[src/rtl/ce_pipe_if.sv]
// ce_pipe_if -- handshake/data bundle for the ce_pipe elastic buffer.
//   Upstream  : Send_in (req, active-low), D_in, Ack_out (ack, active-low)
//   Downstream: Send_out (req, active-low), D_out, Ack_in (ack, active-low)
//   Control   : Exb (per-stage entry enable, active-low block)
//   Status    : CP (per-stage capture pulse), Count (full stages)
// Modport slave is the pipe's view; master is the driving environment's view.
interface ce_pipe_if #(
  parameter int unsigned WIDTH = 8,
  parameter int unsigned DEPTH = 4,
  parameter int unsigned CNTW  = $clog2(DEPTH + 1)
) ();
  logic             Send_in;
  logic [WIDTH-1:0] D_in;
  logic             Ack_out;
  logic             Send_out;
  logic [WIDTH-1:0] D_out;
  logic             Ack_in;
  logic [DEPTH-1:0] Exb;
  logic [DEPTH-1:0] CP;
  logic [CNTW-1:0]  Count;

  modport slave (
    input  Send_in, D_in, Ack_in, Exb,
    output Ack_out, Send_out, D_out, CP, Count
  );

  modport master (
    output Send_in, D_in, Ack_in, Exb,
    input  Ack_out, Send_out, D_out, CP, Count
  );
endinterface

[src/rtl/ce_pipe.sv]
// ce_pipe -- DEPTH-stage clocked elastic buffer with active-low 4-phase
// Send/Ack handshakes on both ends, per-stage capture pulses and per-stage
// entry blocking.
//   CLK : clock, all state changes on the rising edge
//   MRb : synchronous active-low master reset
//   bus : ce_pipe_if.slave -- Send_in/D_in/Ack_out upstream,
//         Send_out/D_out/Ack_in downstream, Exb entry enables,
//         CP capture pulses, Count occupancy
module ce_pipe #(
  parameter int unsigned WIDTH = 8,
  parameter int unsigned DEPTH = 4,
  parameter int unsigned CNTW  = $clog2(DEPTH + 1)
) (
  input  logic    CLK,
  input  logic    MRb,
  ce_pipe_if.slave bus
);

  logic [DEPTH-1:0] full_q, full_d;
  logic [WIDTH-1:0] data_q [DEPTH];
  logic [WIDTH-1:0] data_d [DEPTH];
  logic             in_wait_q, in_wait_d;
  logic             out_wait_q, out_wait_d;
  logic [DEPTH-1:0] cp_q, cp_d;
  logic [CNTW-1:0]  count_q, count_d;

  logic [DEPTH-1:0] move;    // token in stage i leaves at this edge
  logic [DEPTH-1:0] cap;     // stage i captures at this edge
  logic             accept;
  logic             out_valid;

  assign out_valid = full_q[DEPTH-1] & ~out_wait_q;

  // Move chain is resolved from the output stage backwards so a fully
  // packed pipe shifts every token on the edge it drains.
  always_comb begin
    move          = '0;
    move[DEPTH-1] = out_valid & ~bus.Ack_in;
    for (int unsigned i = DEPTH - 1; i > 0; i--) begin
      move[i-1] = full_q[i-1] & bus.Exb[i] & (~full_q[i] | move[i]);
    end
  end

  assign accept = ~bus.Send_in & ~in_wait_q & bus.Exb[0] & (~full_q[0] | move[0]);

  always_comb begin
    cap    = '0;
    cap[0] = accept;
    for (int unsigned i = 1; i < DEPTH; i++) begin
      cap[i] = move[i-1];
    end
  end

  always_comb begin
    full_d    = (full_q & ~move) | cap;
    data_d[0] = cap[0] ? bus.D_in : data_q[0];
    for (int unsigned i = 1; i < DEPTH; i++) begin
      data_d[i] = cap[i] ? data_q[i-1] : data_q[i];
    end
    cp_d       = cap;
    // Phase flags hold until the peer returns its line high (4-phase).
    in_wait_d  = accept | (in_wait_q & ~bus.Send_in);
    out_wait_d = move[DEPTH-1] | (out_wait_q & ~bus.Ack_in);
    unique case ({accept, move[DEPTH-1]})
      2'b10:   count_d = count_q + CNTW'(1);
      2'b01:   count_d = count_q - CNTW'(1);
      default: count_d = count_q;
    endcase
  end

  always_ff @(posedge CLK) begin
    if (!MRb) begin
      full_q     <= '0;
      in_wait_q  <= 1'b0;
      out_wait_q <= 1'b0;
      cp_q       <= '0;
      count_q    <= '0;
      for (int unsigned i = 0; i < DEPTH; i++) begin
        data_q[i] <= '0;
      end
    end else begin
      full_q     <= full_d;
      in_wait_q  <= in_wait_d;
      out_wait_q <= out_wait_d;
      cp_q       <= cp_d;
      count_q    <= count_d;
      for (int unsigned i = 0; i < DEPTH; i++) begin
        data_q[i] <= data_d[i];
      end
    end
  end

  assign bus.Ack_out  = ~in_wait_q;
  assign bus.Send_out = ~out_valid;
  assign bus.D_out    = data_q[DEPTH-1];
  assign bus.CP       = cp_q;
  assign bus.Count    = count_q;

endmodule

[src/flat_wrapper.sv]
// flat-port wrapper written by rule: the top's interface ports become plain ports
module ce_pipe_flat 
#(
  parameter int unsigned WIDTH = 8,
  parameter int unsigned DEPTH = 4,
  parameter int unsigned CNTW  = $clog2(DEPTH + 1)
)
  (CLK, MRb, bus_Send_in, bus_D_in, bus_Ack_in, bus_Exb, bus_Ack_out, bus_Send_out, bus_D_out, bus_CP, bus_Count);
  ce_pipe_if #(.WIDTH(WIDTH), .DEPTH(DEPTH), .CNTW(CNTW)) bus_i ();
  input  logic CLK;
  input  logic MRb;
  input wire logic [$bits(bus_i.Send_in)-1:0] bus_Send_in;
  input wire logic [$bits(bus_i.D_in)-1:0] bus_D_in;
  input wire logic [$bits(bus_i.Ack_in)-1:0] bus_Ack_in;
  input wire logic [$bits(bus_i.Exb)-1:0] bus_Exb;
  output wire logic [$bits(bus_i.Ack_out)-1:0] bus_Ack_out;
  output wire logic [$bits(bus_i.Send_out)-1:0] bus_Send_out;
  output wire logic [$bits(bus_i.D_out)-1:0] bus_D_out;
  output wire logic [$bits(bus_i.CP)-1:0] bus_CP;
  output wire logic [$bits(bus_i.Count)-1:0] bus_Count;
  assign bus_i.Send_in = bus_Send_in;
  assign bus_i.D_in = bus_D_in;
  assign bus_i.Ack_in = bus_Ack_in;
  assign bus_i.Exb = bus_Exb;
  assign bus_Ack_out = bus_i.Ack_out;
  assign bus_Send_out = bus_i.Send_out;
  assign bus_D_out = bus_i.D_out;
  assign bus_CP = bus_i.CP;
  assign bus_Count = bus_i.Count;
  ce_pipe #(.WIDTH(WIDTH), .DEPTH(DEPTH), .CNTW(CNTW)) u_core (.CLK(CLK), .MRb(MRb), .bus(bus_i));
endmodule
[config.mk]
export PLATFORM = sky130hd
export DESIGN_NAME = ce_pipe_flat
export DESIGN_NICKNAME = d
export VERILOG_FILES = /design/src/rtl/ce_pipe_if.sv /design/src/rtl/ce_pipe.sv /design/src/flat_wrapper.sv
export SDC_FILE = /design/constraint.sdc
export NUM_CORES = 1
export LEC_CHECK = 0
export ABC_CLOCK_PERIOD_IN_PS = 3800
export CAP_MARGIN = 40
export CELL_PAD_IN_SITES_DETAIL_PLACEMENT = 1
export CELL_PAD_IN_SITES_GLOBAL_PLACEMENT = 1
export CORE_MARGIN = 2
export CORE_UTILIZATION = 35
export CTS_BUF_LIST = sky130_fd_sc_hd__clkbuf_16
export DETAILED_ROUTE_END_ITERATION = 8
export HOLD_SLACK_MARGIN = 0.15
export PLACE_DENSITY = 0.7
export SLEW_MARGIN = 20
export SYNTH_ARGS = -nofsm -noshare
export SYNTH_HDL_FRONTEND = slang
export SYNTH_SLANG_ARGS = --single-unit
[constraint.sdc]
create_clock -name CLK -period 3.8 [get_ports CLK]
set_clock_uncertainty 0.05 [all_clocks]
set_input_delay 0.76 -clock CLK [delete_from_list [all_inputs] [get_ports CLK]]
set_output_delay 0.76 -clock CLK [all_outputs]
set_load 0.05 [all_outputs]
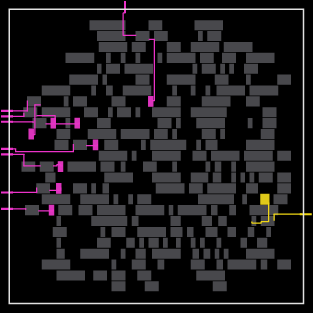
Figure 1: wires at chosen ports, followed through buffers.
Scale: 4 px per micron.
colour	port	bits	direction	edge	end cells	buffers	wire
magenta	bus_D_in	8	input	7 left, 1 top	8	8	120 microns
yellow	bus_Send_out	1	output	right	1	1	17.9 microns
number of top-level pins: 33
number of buffers inserted by port buffering: 32

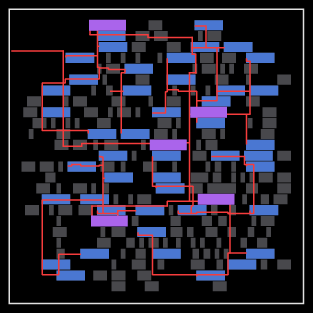
Figure 2: routed clock nets over the placement.
Scale: 4 px per micron.
[blue] flip-flops | count: 45
[purple] cells driving clock nets | count: 5
[red] clock wires | length: 575 microns
flops lie	widely spread
routed clock nets	6

==> impl_report.txt <==
RUN METRICS
----------------------------------------------------
[Status]
  Outcome ........................ finished, final reports clean

[Floorplanning]
  Number of core rows ........................ 25
  Vertical extent of the die ........................ 73.2 microns
  Tapcell Cnt ........................ between 50 and 60

[Place]
  Cell area reported after detailed placement ........................ around 2000 sq um
  Placement Setup Slack ........................ about 0.31 ns

[Layout]
  Fin area ........................ approximately 2200 sq um
  Final-stage net count ........................ ~220
  Most common library cell in the layout ignoring fill and taps ........................ sky130_fd_sc_hd__dfxtp_1
  Relative area of non-clock buffer cells in the final design ........................ 0.157
  Leading cell category by total area ........................ sequential cells
  Post-layout util ........................ 0.468

[Critical path]
  Crit path launch type ........................ input pin
  Critical Path End Type ........................ flop
  CP Max Fanout ........................ 11
  Cell breakdown of the critical path ........................ clkdlybuf4s50_1, o21a_1, a211o_1, a31o_2, ha_1, inv_1, fa_1, xor2_1, or3_1, a21oi_1
  Slowest stage cell, crit path ........................ sky130_fd_sc_hd__clkdlybuf4s50_1
  Type of the worst setup path ........................ input pin to flop
  Required time reported for the critical path endpoint ........................ a little under 4 ns
  Crit path depth ........................ 10
  Data arrival time of the worst path ........................ roughly 3.3 ns

[Clock network]
  Setup repair bufs after CTS ........................ 0
  H-tree depth reported by CTS ........................ 2
  Clock latency on the worst-skew pair ........................ 0.28 ns

[Synth]
  Net count after synthesis ........................ 190
  Syn Inst Count ........................ approximately 170
  Post-synthesis chip area from yosys ........................ 1670 sq um
  Post-synth design cell area ........................ approximately 1700 sq um

[Routing]
  Number of vias after detailed routing ........................ around 1300
  Total Routed Length ........................ roughly 3.5 mm
  Routed wirelength normalized by instance count ........................ ~13 microns

[Power]
  Pwr/cell area ........................ 448 nW/um^2

[Timing]
  Final critical-path share of the clock period ........................ 0.833
  Worst slew margin relative to its limit ........................ 0.579

[Global route]
  Global route total overflow ........................ 0
  Initial antenna violation count ........................ 0
  First-pass GRT wire length ........................ roughly 5.7 mm

----------------------------------------------------
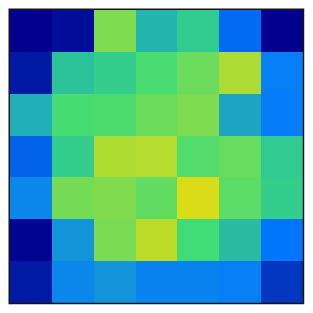
Figure 3: cell area per tile.
Scale: 4 px per micron. The die is cut into 7 by 7 equal tiles; dark blue is low, red is high, 0 to 100% covered.
mean over tiles	40%
nearly empty tiles	6.1%
fullest tile	70%
densest ninth of the die	middle
initial core utilization: 0.359
core region area: 4660 sq um

## kinds of logic (layout without fill, tap and decap cells)
group,count (synthesis),in the layout,synth area share
AND/OR/NAND/NOR,63,63,0.154
XOR/XNOR,2,2,0.0105
multiplexers,32,32,0.191
flip-flops,45,45,0.538
adder cells (fa/ha/maj),2,2,0.0194
buffers and inverters,14,49,0.0374
AND-OR/OR-AND,14,14,0.0493
## metal layers
metal | up-vias | global-route usage | part of all wire
met5 | - | 0 | 0
met1 | 602 | 0.158 | 0.45
met3 | 4 | 0.0566 | 0.046
li1 | 631 | - | -
met4 | 0 | 0.0679 | 0.0095
met2 | 26 | 0.235 | 0.49
Power and IR drop assume default switching activity.
